### Port wiring

(8 px per um)
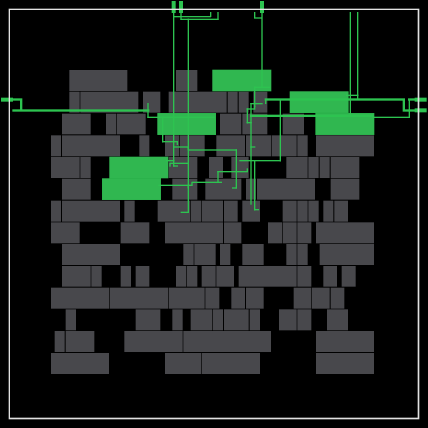
### M2 wires

(10 px per um) Cells faint in the background.
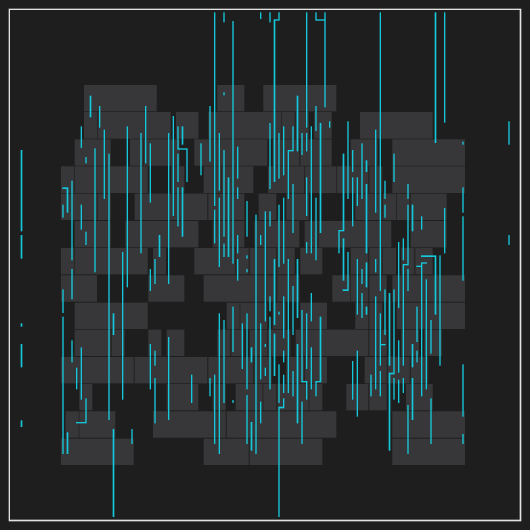
### Placement by cell class

(8 px per um) Fill, decap, tap and diode cells in gray.
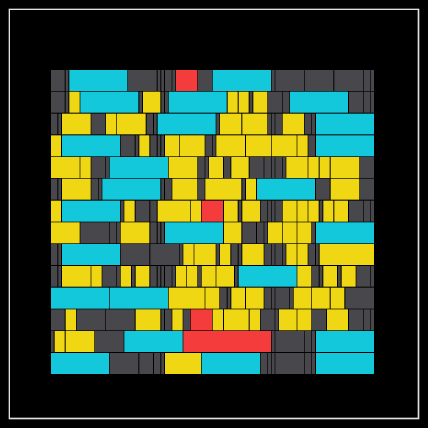
### Clock routing

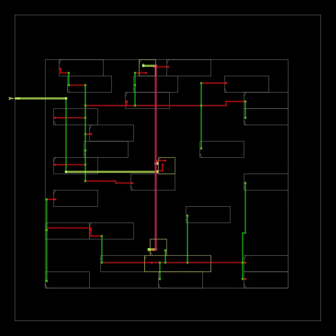
### Clock network drawn from the DEF

(10 px per um)
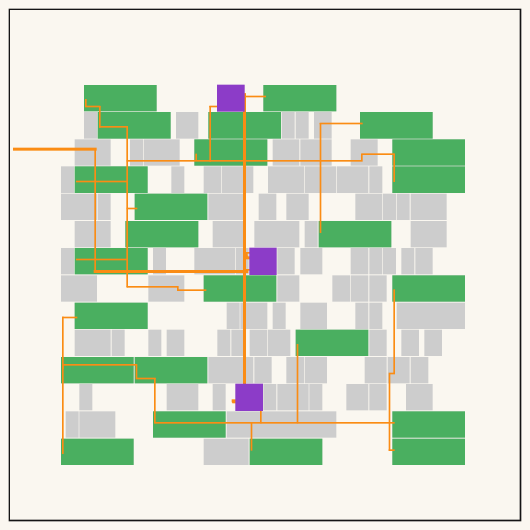
**src/rtl/unidad_de_busqueda_pkg.sv**
```systemverilog
// Shared definitions for the instruction fetch/sequencer.
// Contents: FSM state encodings, instruction field positions, the jump
// opcode constant and default widths used by unidad_de_busqueda and
// contador_de_programa.
package unidad_de_busqueda_pkg;

  typedef enum logic [1:0] {
    ESPERA     = 2'b00,
    BUSQUEDA   = 2'b01,
    DECODIFICA = 2'b10,
    EJECUTA    = 2'b11
  } estado_t;

  localparam int OPCODE_MSB = 8;
  localparam int OPCODE_LSB = 6;
  localparam int OPER_MSB   = 5;

  localparam logic [2:0] SALTO = 3'b111;

  localparam int ANCHO_PC_DEF   = 6;
  localparam int ANCHO_INST_DEF = 9;
  localparam int DIR_RESET_DEF  = 0;
  localparam int MAX_ESPERA_DEF = 15;

endpackage

```
**src/rtl/unidad_de_busqueda_contador_de_programa.sv**
```systemverilog
// Program counter register.
// Ports:
//   clk         - clock, rising edge
//   rst         - synchronous active-high reset, loads DIR_RESET
//   cargar      - load destino (jump); wins over incrementar
//   incrementar - advance PC by one, wrapping at 2^ANCHO_PC
//   destino     - jump target
//   pc          - current program counter
module contador_de_programa
  import unidad_de_busqueda_pkg::*;
#(
  parameter int ANCHO_PC  = ANCHO_PC_DEF,
  parameter int DIR_RESET = DIR_RESET_DEF
) (
  input  logic                clk,
  input  logic                rst,
  input  logic                cargar,
  input  logic                incrementar,
  input  logic [ANCHO_PC-1:0] destino,
  output logic [ANCHO_PC-1:0] pc
);

  always_ff @(posedge clk) begin
    if (rst) begin
      pc <= ANCHO_PC'(DIR_RESET);
    end else if (cargar) begin
      pc <= destino;
    end else if (incrementar) begin
      // Natural modulo-2^ANCHO_PC wrap of the adder.
      pc <= pc + 1'b1;
    end
  end

endmodule

```
**src/rtl/unidad_de_busqueda.sv**
```systemverilog
// Instruction fetch/sequencer feeding the control unit.
// Reads instruction words over a read/valid handshake, presents
// opcode/operands for one decode cycle, waits for execution to finish and
// then either jumps (PC <= operand field) or increments the PC.
//
// state      | meaning
// -----------+----------------------------------------------------------
// ESPERA     | idle; fetch starts when i_Hab=1 and no sticky error
// BUSQUEDA   | memory read outstanding at PC; times out after MAX_ESPERA
// DECODIFICA | new instruction presented, o_Inst_valida pulses
// EJECUTA    | waiting for i_Ejecucion_lista, then jump or PC+1
//
// Ports:
//   i_Timming, i_Rst           - clock / synchronous active-high reset
//   i_Hab                      - run enable (level)
//   o_Mem_dir, o_Mem_lee       - program memory address / read request
//   i_Mem_dato, i_Mem_valido   - program memory data / data valid
//   o_Operation_code, o_Operandos, o_Inst_valida - to control unit
//   i_Senal_de_salto, i_Ejecucion_lista          - from control unit
//   o_PC, o_Estado, o_Error    - PC, state (debug), sticky timeout flag
module unidad_de_busqueda
  import unidad_de_busqueda_pkg::*;
#(
  parameter int ANCHO_PC   = ANCHO_PC_DEF,
  parameter int ANCHO_INST = ANCHO_INST_DEF,
  parameter int DIR_RESET  = DIR_RESET_DEF,
  parameter int MAX_ESPERA = MAX_ESPERA_DEF
) (
  input  logic                  i_Timming,
  input  logic                  i_Rst,
  input  logic                  i_Hab,
  output logic [ANCHO_PC-1:0]   o_Mem_dir,
  output logic                  o_Mem_lee,
  input  logic [ANCHO_INST-1:0] i_Mem_dato,
  input  logic                  i_Mem_valido,
  output logic [2:0]            o_Operation_code,
  output logic [5:0]            o_Operandos,
  output logic                  o_Inst_valida,
  input  logic                  i_Senal_de_salto,
  input  logic                  i_Ejecucion_lista,
  output logic [ANCHO_PC-1:0]   o_PC,
  output logic [1:0]            o_Estado,
  output logic                  o_Error
);

  localparam int ANCHO_CNT = $clog2(MAX_ESPERA + 1);
  // Counter holds the number of empty cycles already spent; the cycle that
  // sees LIMITE without valid is the MAX_ESPERA-th one.
  localparam logic [ANCHO_CNT-1:0] LIMITE = ANCHO_CNT'(MAX_ESPERA - 1);

  estado_t               estado;
  logic [ANCHO_INST-1:0] ir;
  logic [ANCHO_CNT-1:0]  cnt_espera;
  logic                  error;
  logic                  mem_lee;
  logic                  inst_valida;
  logic [ANCHO_PC-1:0]   pc;

  logic fin_ejecucion;
  logic cargar_pc;
  logic incrementar_pc;

  // Salto is only meaningful in the cycle execution completes.
  assign fin_ejecucion  = (estado == EJECUTA) && i_Ejecucion_lista;
  assign cargar_pc      = fin_ejecucion && i_Senal_de_salto;
  assign incrementar_pc = fin_ejecucion && !i_Senal_de_salto;

  contador_de_programa #(
    .ANCHO_PC  (ANCHO_PC),
    .DIR_RESET (DIR_RESET)
  ) u_pc (
    .clk         (i_Timming),
    .rst         (i_Rst),
    .cargar      (cargar_pc),
    .incrementar (incrementar_pc),
    .destino     (ANCHO_PC'(ir[OPER_MSB:0])),
    .pc          (pc)
  );

  always_ff @(posedge i_Timming) begin
    if (i_Rst) begin
      estado      <= ESPERA;
      ir          <= '0;
      cnt_espera  <= '0;
      error       <= 1'b0;
      mem_lee     <= 1'b0;
      inst_valida <= 1'b0;
    end else begin
      inst_valida <= 1'b0;
      case (estado)
        ESPERA: begin
          if (i_Hab && !error) begin
            estado     <= BUSQUEDA;
            mem_lee    <= 1'b1;
            cnt_espera <= '0;
          end
        end
        BUSQUEDA: begin
          if (i_Mem_valido) begin
            ir          <= i_Mem_dato;
            cnt_espera  <= '0;
            mem_lee     <= 1'b0;
            inst_valida <= 1'b1;
            estado      <= DECODIFICA;
          end else if (cnt_espera == LIMITE) begin
            error      <= 1'b1;
            cnt_espera <= '0;
            mem_lee    <= 1'b0;
            estado     <= ESPERA;
          end else begin
            cnt_espera <= cnt_espera + 1'b1;
          end
        end
        DECODIFICA: begin
          estado <= EJECUTA;
        end
        EJECUTA: begin
          if (i_Ejecucion_lista) begin
            if (i_Hab) begin
              estado  <= BUSQUEDA;
              mem_lee <= 1'b1;
            end else begin
              estado <= ESPERA;
            end
          end
        end
        default: begin
          estado  <= ESPERA;
          mem_lee <= 1'b0;
        end
      endcase
    end
  end

  assign o_Mem_dir        = pc;
  assign o_PC             = pc;
  assign o_Mem_lee        = mem_lee;
  assign o_Operation_code = ir[OPCODE_MSB:OPCODE_LSB];
  assign o_Operandos      = ir[OPER_MSB:0];
  assign o_Inst_valida    = inst_valida;
  assign o_Estado         = estado;
  assign o_Error          = error;

endmodule

```
**config.mk**
```make
export PLATFORM = sky130hd
export DESIGN_NAME = unidad_de_busqueda
export DESIGN_NICKNAME = d
export VERILOG_FILES = /design/src/rtl/unidad_de_busqueda_pkg.sv /design/src/rtl/unidad_de_busqueda_contador_de_programa.sv /design/src/rtl/unidad_de_busqueda.sv
export SDC_FILE = /design/constraint.sdc
export NUM_CORES = 1
export LEC_CHECK = 0
export CAP_MARGIN = 10
export CORE_MARGIN = 5
export CORE_UTILIZATION = 65
export CTS_BUF_LIST = sky130_fd_sc_hd__clkbuf_4
export CTS_CLUSTER_SIZE = 30
export DETAILED_ROUTE_END_ITERATION = 8
export DONT_BUFFER_PORTS = 1
export GPL_ROUTABILITY_DRIVEN = 1
export PLACE_DENSITY = 0.79
export SYNTH_ARGS = -nofsm -noshare
export SYNTH_HDL_FRONTEND = slang
export SYNTH_HIERARCHICAL = 1
export SYNTH_SLANG_ARGS = --single-unit
```
**constraint.sdc**
```tcl
create_clock -name i_Timming -period 4.1 [get_ports i_Timming]
set_input_delay 0.82 -clock i_Timming [delete_from_list [all_inputs] [get_ports i_Timming]]
set_output_delay 0.82 -clock i_Timming [all_outputs]
set_load 0.02 [all_outputs]
```
==> results_slide.txt <==
Run Summary

Logic synthesis
  – Synthesized instance count: 120
  – Top-area cell type share of the netlist area: 44.0%
  – AO/OA Area Share: 11.7%
  – Post-synthesis sequential area ratio: 44.0%
  – Biggest area consumer among synthesized cells: dfxtp_1
  – Cell Type Count: 31
  – Adder-cell share of the synthesized area: 3.44%

Global route
  – Largest net degree at the start of global routing: 25
  – Congestion Overflow GR: 0

Detailed routing
  – First-pass detailed-route iteration total: 4
  – Drt total wl: 2130 um
  – Antenna Nets Post-Route: 0
  – DRC viols: 0
  – Vias/cell: 6.50

Timing
  – Slew HR: 50.8%
  – Setup TNS: 0 ps
  – Final setup fails: 0
  – PnR worst setup slack: 1790 ps
  – Worst hold margin: 510 ps

Placed design
  – DP Worst Slack: 1730 ps
  – Post-DP Area: 0.00105 mm^2
  – DP Cell Count: 127

Final layout
  – Fin nets: 134
  – Most frequent logic cells in the routed design: 24 x dfxtp_1, 18 x nor2_1, 11 x mux2i_1

Critical path
  – Slowest stage cell, crit path: nor3_1
  – Critical Path End: u_pc/pc[5]
  – Critical path arrival: 2550 ps
  – Worst stage delay on the critical path: 650 ps

CTS
  – Post-cts repair resize count: 0
  – Clk slew on worst S/H paths: 130 ps
  – H-Tree Depth: 1
  – CTS sink count: 24

Hold path
  – Min-Delay Path Depth: 2

Power and ir drop
  – Combinational gate power: 0.0330 mW
  – Pwr dens: 422 mW/mm^2

Floorplan
  – Io pins: 41
  – Rows: 14
  – Die width: 51.0 um

Run status
  – Status: complete, no violations
Back to the opening pictures, 'Port wiring':
green -> o_PC  # bits 6, direction output, edge 3 top, 2 right, 1 left, end cells 6, wire 242 um

Back to the opening pictures, 'M2 wires':
longest straight run = 27.7 um
share of all routed wire = 47%
nets with wire on the layer = 115
main direction = vertical
wire length on this layer = 1,000 um

Back to the opening pictures, 'Placement by cell class':
red -> clock drivers and dummy loads  # cells 4, share of their area 4.8%
yellow -> remaining logic cells  # cells 87, share of their area 51%
cyan -> registers  # cells 24, share of their area 44%

Back to the opening pictures, 'Clock routing':
Power Clock: 0.170 mW
Flops: 24

Back to the opening pictures, 'Clock network drawn from the DEF':
orange -> clock wires  # length 256 um
green -> flip-flops  # count 24
purple -> clock-net drivers  # count 3
flops lie = all over the die

-- sequential cells by signal, indices dropped and copies added (netlist names), named ones only --
register	count
o_Error	1
ir	9
o_Inst_valida	1
u_pc/pc	6
o_Estado	1
o_Mem_lee	1
cnt_espera	4
-- per-layer routing --
metal  GRT usage, %  vias up  share of wire (%)
met5              0        -                  0
met1           18.3      395                 40
met3           6.10        3                 12
met4           8.94        0                1.4
li1               -      403                  -
met2           28.9       50                 47
-- cell type report --
cell class | count | area (um^2)
Multi-Input combinational cell | 81 | 531
Sequential cell | 24 | 480
Fill cell | 137 | 435
Clock inverter | 1 | 30.0
Clock buffer | 3 | 22.5
Inverter | 6 | 22.5
Tap cell | 16 | 20.0
Power and IR drop assume default switching activity.
